==> src/rtl/debounce_filter.sv <==
// debounce_filter: turns a raw, possibly bouncing 1-bit level into a clean
// registered level, with one-cycle rise/fall pulses and a busy flag.
// Optional feature macro: DEBOUNCE_SYNC_EN (adds a 2-flop input synchroniser).
module debounce_filter #(
  parameter int STABLE_CYCLES = 4,
  parameter int CNT_W         = 8
) (
  input  logic clk,
  input  logic rst,
  input  logic in,
  output logic out,
  output logic rise,
  output logic fall,
  output logic busy
);

  localparam logic [1:0] IDLE_LO = 2'd0;
  localparam logic [1:0] WAIT_HI = 2'd1;
  localparam logic [1:0] IDLE_HI = 2'd2;
  localparam logic [1:0] WAIT_LO = 2'd3;

  // Count value held when the next agreeing sample completes qualification.
  localparam logic [CNT_W-1:0] CNT_LAST = CNT_W'(STABLE_CYCLES - 1);
  localparam logic [CNT_W-1:0] CNT_ONE  = CNT_W'(1);

  logic             s;
  logic [1:0]       state_reg, state_next;
  logic [CNT_W-1:0] cnt_reg, cnt_next;
  logic             out_reg, out_next;
  logic             rise_reg, rise_next;
  logic             fall_reg, fall_next;

`ifdef DEBOUNCE_SYNC_EN
  logic sync1_reg, sync2_reg;

  // Two-stage synchroniser so an asynchronous input settles before filtering.
  always_ff @(posedge clk) begin
    if (rst) begin
      sync1_reg <= 1'b0;
      sync2_reg <= 1'b0;
    end else begin
      sync1_reg <= in;
      sync2_reg <= sync1_reg;
    end
  end

  assign s = sync2_reg;
`else
  assign s = in;
`endif

  // Next-state logic: qualify a level change over STABLE_CYCLES agreeing samples.
  always_comb begin
    state_next = state_reg;
    cnt_next   = cnt_reg;
    out_next   = out_reg;
    rise_next  = 1'b0;
    fall_next  = 1'b0;
    case (state_reg)
      IDLE_LO: begin
        if (s) begin
          if (STABLE_CYCLES == 1) begin
            state_next = IDLE_HI;
            out_next   = 1'b1;
            rise_next  = 1'b1;
          end else begin
            state_next = WAIT_HI;
            cnt_next   = CNT_ONE;
          end
        end
      end
      WAIT_HI: begin
        if (!s) begin
          // Disagreeing sample abandons the qualification silently.
          state_next = IDLE_LO;
          cnt_next   = '0;
        end else if (cnt_reg == CNT_LAST) begin
          state_next = IDLE_HI;
          out_next   = 1'b1;
          rise_next  = 1'b1;
          cnt_next   = '0;
        end else begin
          cnt_next = cnt_reg + CNT_ONE;
        end
      end
      IDLE_HI: begin
        if (!s) begin
          if (STABLE_CYCLES == 1) begin
            state_next = IDLE_LO;
            out_next   = 1'b0;
            fall_next  = 1'b1;
          end else begin
            state_next = WAIT_LO;
            cnt_next   = CNT_ONE;
          end
        end
      end
      WAIT_LO: begin
        if (s) begin
          state_next = IDLE_HI;
          cnt_next   = '0;
        end else if (cnt_reg == CNT_LAST) begin
          state_next = IDLE_LO;
          out_next   = 1'b0;
          fall_next  = 1'b1;
          cnt_next   = '0;
        end else begin
          cnt_next = cnt_reg + CNT_ONE;
        end
      end
      default: begin
        state_next = IDLE_LO;
        cnt_next   = '0;
        out_next   = 1'b0;
      end
    endcase
  end

  // State and output registers; reset overrides any qualification in progress.
  always_ff @(posedge clk) begin
    if (rst) begin
      state_reg <= IDLE_LO;
      cnt_reg   <= '0;
      out_reg   <= 1'b0;
      rise_reg  <= 1'b0;
      fall_reg  <= 1'b0;
    end else begin
      state_reg <= state_next;
      cnt_reg   <= cnt_next;
      out_reg   <= out_next;
      rise_reg  <= rise_next;
      fall_reg  <= fall_next;
    end
  end

  assign out  = out_reg;
  assign rise = rise_reg;
  assign fall = fall_reg;
  assign busy = (state_reg == WAIT_HI) || (state_reg == WAIT_LO);

endmodule
==> config.mk <==
export PLATFORM = sky130hd
export DESIGN_NAME = debounce_filter
export DESIGN_NICKNAME = d
export VERILOG_FILES = /design/src/rtl/debounce_filter.sv
export SDC_FILE = /design/constraint.sdc
export NUM_CORES = 1
export LEC_CHECK = 0
export CORE_AREA = 2 2 40 42
export CTS_CLUSTER_SIZE = 14
export DETAILED_ROUTE_END_ITERATION = 10
export DIE_AREA = 0 0 42 44
export PLACE_DENSITY_LB_ADDON = 0.08
export SLEW_MARGIN = 20
export SYNTH_ARGS = -nofsm -noshare
export SYNTH_HDL_FRONTEND = slang
export SYNTH_SLANG_ARGS = --single-unit
==> constraint.sdc <==
create_clock -name clk -period 1.8 [get_ports clk]
set_input_delay 0.36 -clock clk [delete_from_list [all_inputs] [get_ports clk]]
set_output_delay 0.36 -clock clk [all_outputs]
set_load 0.005 [all_outputs]
==> results_dict.tcl, run 1 <==
# collected from the flow reports
set metrics [dict create \
    num_antenna_cells 0 \
    drt-pass1-iter-count 4 \
    via_per_inst 5.727 \
    vias 567 \
    synth_nets 71 \
    setup_viol 2 \
    setup_ws_ns -0.02417 \
    clkSinkCount 13 \
    met2_usage 0.2531 \
    whs_path_depth 2 \
    fill_cells 122 \
    met3_usage 0.02500 \
    post_dp_cell_area_um2 764.5 \
    cp_top_family "simple AND/OR/NAND/NOR gates" \
    violations "setup timing" \
    synth_cell_types 27 \
    die_h_um 44 \
    antenna_found_initial 0 \
    fin_cells 99 \
    grt.met1_usage 0.1985 \
    status "finished, violations left" \
    top_cell_area_share 0.4298 \
    clock_skew_ns 0.01087 \
    grt_use_total 0.1549 \
    synth_cells 67 \
]
## run 1: cell type report
cell class	instances	area, um2	area share
Timing Repair Buffer	16	135.1	0.1639
Multi-Input combinational cell	49	374.1	0.4537
Clock buffer	4	26.28	0.03187
Inverter	1	3.754	0.004552
Sequential cell	13	265.3	0.3217
Tap cell	16	20.02	0.02428
## run 1: cells in the mapped netlist, types with 3 or more instances
master	count
a31oi_1	8
nand3_1	3
nand3b_1	3
clkbuf_1	3
nand2_1	4
o21ai_0	3
xor2_1	3
dfxtp_1	13
nor2_1	3
## run 1: what timing repair did
action	CTS	global route
gates cloned	0	1
gates resized	2	4
setup endpoints to repair	9	10
pin swaps	1	1
hold buffers	0	0
setup buffers	0	0
## run 1: cells by family (layout without fill, tap and decap cells)
logic type	after synthesis	count (layout)	share of synthesized area
AND/OR/NAND/NOR	28	29	0.2893
AND-OR/OR-AND	14	14	0.1426
flip-flops	13	13	0.4298
buffers and inverters	6	21	0.04132
XOR/XNOR	3	3	0.04340
multiplexers	2	2	0.03306
adder cells (fa/ha/maj)	1	1	0.02066
## run 1: placed cells by master (no fill, tap or decap), drive strengths merged
cell type,count
dfxtp,13
buf,10
a31oi,8
clkdlybuf4s50,6
nand2,4
clkbuf,4
xor2,3
or4,3
nand3,3
o21ai,3
nand3b,3
nor2,3
and3b,2
and4,2
mux2i,2
nor3b,2
or4b,1
and3,1
nor3,1
or3,1
a41oi,1
nand2b,1
inv,1
nor2b,1
a21oi,1
a211oi,1
nor4,1
ha,1
## run 1: worst paths after layout
kind,from,end,slack (ns)
max,cnt_reg[0],out,-0.02
min,out,out,0.49
max reg2reg,cnt_reg[0],out,-0.02
min reg2reg,out,out,0.49
==> run_1/sizing.png <==
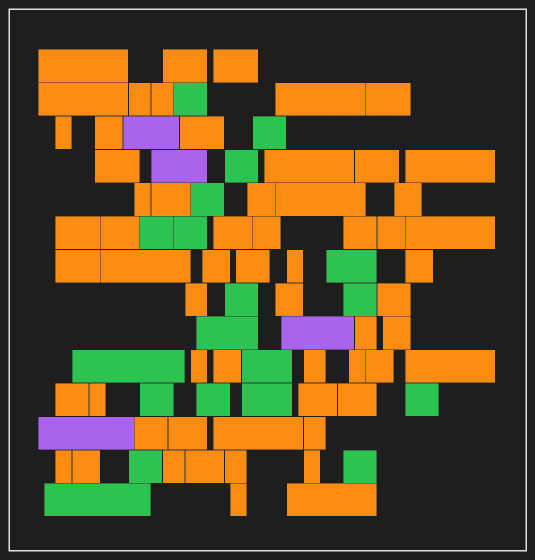
Key: x1 and smaller = orange [cells 60, share 72%]; x2 = purple [cells 4, share 4.8%]; x3 and x4 = green [cells 19, share 23%]
Non-CTS buffers: 16
area grow syn2layout: 36.16%
fin area: 824.5 um2
final setup margin: -0.02417 ns

==> run_1/class_map.png <==
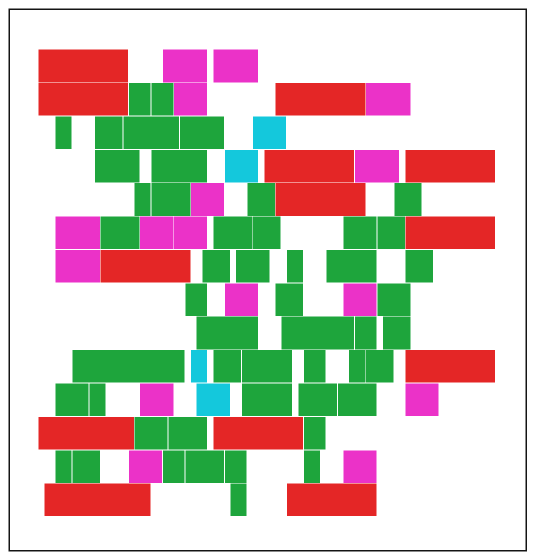
Key: clock drivers and dummy loads = cyan [cells 4]; remaining logic cells = green [cells 50]; remaining buffers and delay cells = magenta [cells 16]; sequential cells = red [cells 13]

==> run_1/layers.png <==
Scale bar: 10 um.
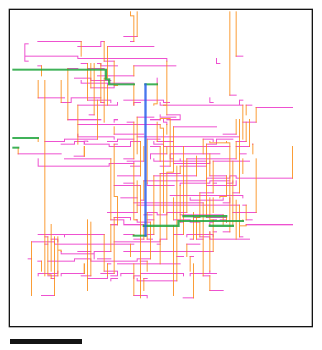
Key: M4 = blue [wire length 21.1 um]; M1 = magenta [wire length 640 um]; M3 = green [wire length 49.9 um]; M2 = orange [wire length 588 um]
Total Wirelength: 1298 um
drt wl/cell: 13.11 um

--- run 2 (diff from run 1) ---
SLEW_MARGIN = 30   (was 20)
TNS_END_PERCENT = 50   (was not set)
==> run_2/sizing.png <==
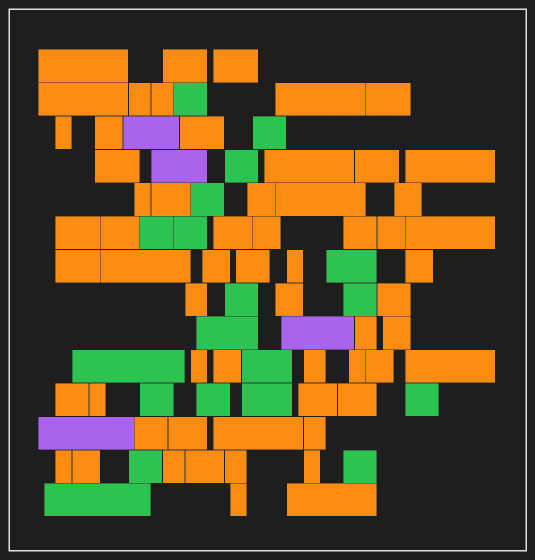

==> run 2 against run 1 <==
- the flow still finishes with violations (setup timing)
- non-clock buffer count stayed put
- worst setup slack stayed put
- sequential power hardly changed
- hold slack stayed put
- clock skew stayed put
- die area stayed put
- critical endpoint unchanged
- critical path type unchanged
- first-iteration DRC count stayed put
- critical path depth stayed put
- sequential cell count stayed put
- cell area stayed put
==> results_dict.tcl, run 2 <==
# collected from the flow reports
set metrics [dict create \
    vias 567 \
    cp_max_fo 5 \
    violations "setup timing" \
    common_cells "dfxtp_1, a31oi_1, nand2_1" \
    area.growth.synth_to_final_pct 36.16 \
    final_common_cell "dfxtp_1" \
    warning_count 28 \
    top_cell_area_share 0.4298 \
    cp_top_family "simple AND/OR/NAND/NOR gates" \
    fill_cells 122 \
    clkSinkCount 13 \
    clock_skew_ns 0.01087 \
    synth_cells 67 \
    setup_viol 2 \
    drc 0 \
    final_area_um2 824.5 \
    antenna_found_initial 0 \
    via_per_inst 5.727 \
    die_h_um 44 \
    holdBufCountCts 0 \
    area.sequential_um2 265.3 \
    switchingPower_w 0.0001295 \
    synth_nets 71 \
    grt_pass1_wl_um 2145 \
    grt_use_total 0.1549 \
    drt-pass1-iter-count 4 \
    fin_cells 99 \
    num_antenna_cells 0 \
    post_cts_buffers 0 \
    layout_top_cells "dfxtp_1, buf_4, a31oi_1" \
    logic_area_um2 374.1 \
    post_dp_cell_area_um2 764.5 \
    wl_um 1298 \
    peakVddDrop_v 0.0004475 \
    rsz0062_at_grt "true" \
    post_drt_wl_per_cell_um 13.11 \
    setup_ws_ns -0.02417 \
    most_common_cell "dfxtp_1" \
    status "finished, violations left" \
    largest_register_ff_count 8 \
]
==> run 2: power groups by stage <==
stage	sequential, W	clock (W)	combinational (W)
after floorplan	0.000308	0	0.0000228
after global placement	0.000308	0	0.0000490
after detailed placement	0.000308	0	0.0000492
after CTS	0.000301	0.000188	0.0000498
after global routing	0.000303	0.000200	0.0000570
final	0.000301	0.000186	0.0000508
==> run 2: area by class of cell <==
cell class,instances,area share
clock buffers,4,0.03187
flip-flops and latches,13,0.3217
multi-input cells,49,0.4537
well taps,16,0.02428
repair buffers,16,0.1639
inverters,1,0.004552
==> run 2: cells by family (layout without fill, tap and decap cells) <==
kind of cell               after synthesis  count (layout)  share of synthesized area
xor gates and xnor gates                 3               3                    0.04340
and+or+nand+nor                         28              29                     0.2893
DFF                                     13              13                     0.4298
AOI/OAI and AO/OA                       14              14                     0.1426
muxes                                    2               2                    0.03306
buffers and inverters                    6              21                    0.04132
adders and majority gates                1               1                    0.02066
==> run 2: metal layers <==
metal | GRT usage | vias up
met4 | 0.07742 | 0
li1 | - | 286
met5 | 0 | -
met2 | 0.2531 | 12
met1 | 0.1985 | 267
met3 | 0.02500 | 2
==> run 2: tightest hold or removal path, cell delays in order (launching register included) <==
cell and delay, ns:
dfxtp_1 0.32, o21ai_0 0.07, a21oi_1 0.06
==> run 2: path summary, 6_finish.rpt <==
path | start | to | slack (ns) | depth (start not counted)
worst min-delay path | out | out | 0.49 | 2
worst max-delay path | cnt_reg[0] | out | -0.02 | 5
worst min register to register | out | out | 0.49 | 2
worst max register to register | cnt_reg[0] | out | -0.02 | 5
==> run 2: what timing repair did <==
action	4_1_cts	5_1_grt
gates cloned	0	1
gates resized	2	4
setup endpoints to repair	9	10
pin swaps	1	1
Power and IR drop assume default switching activity.
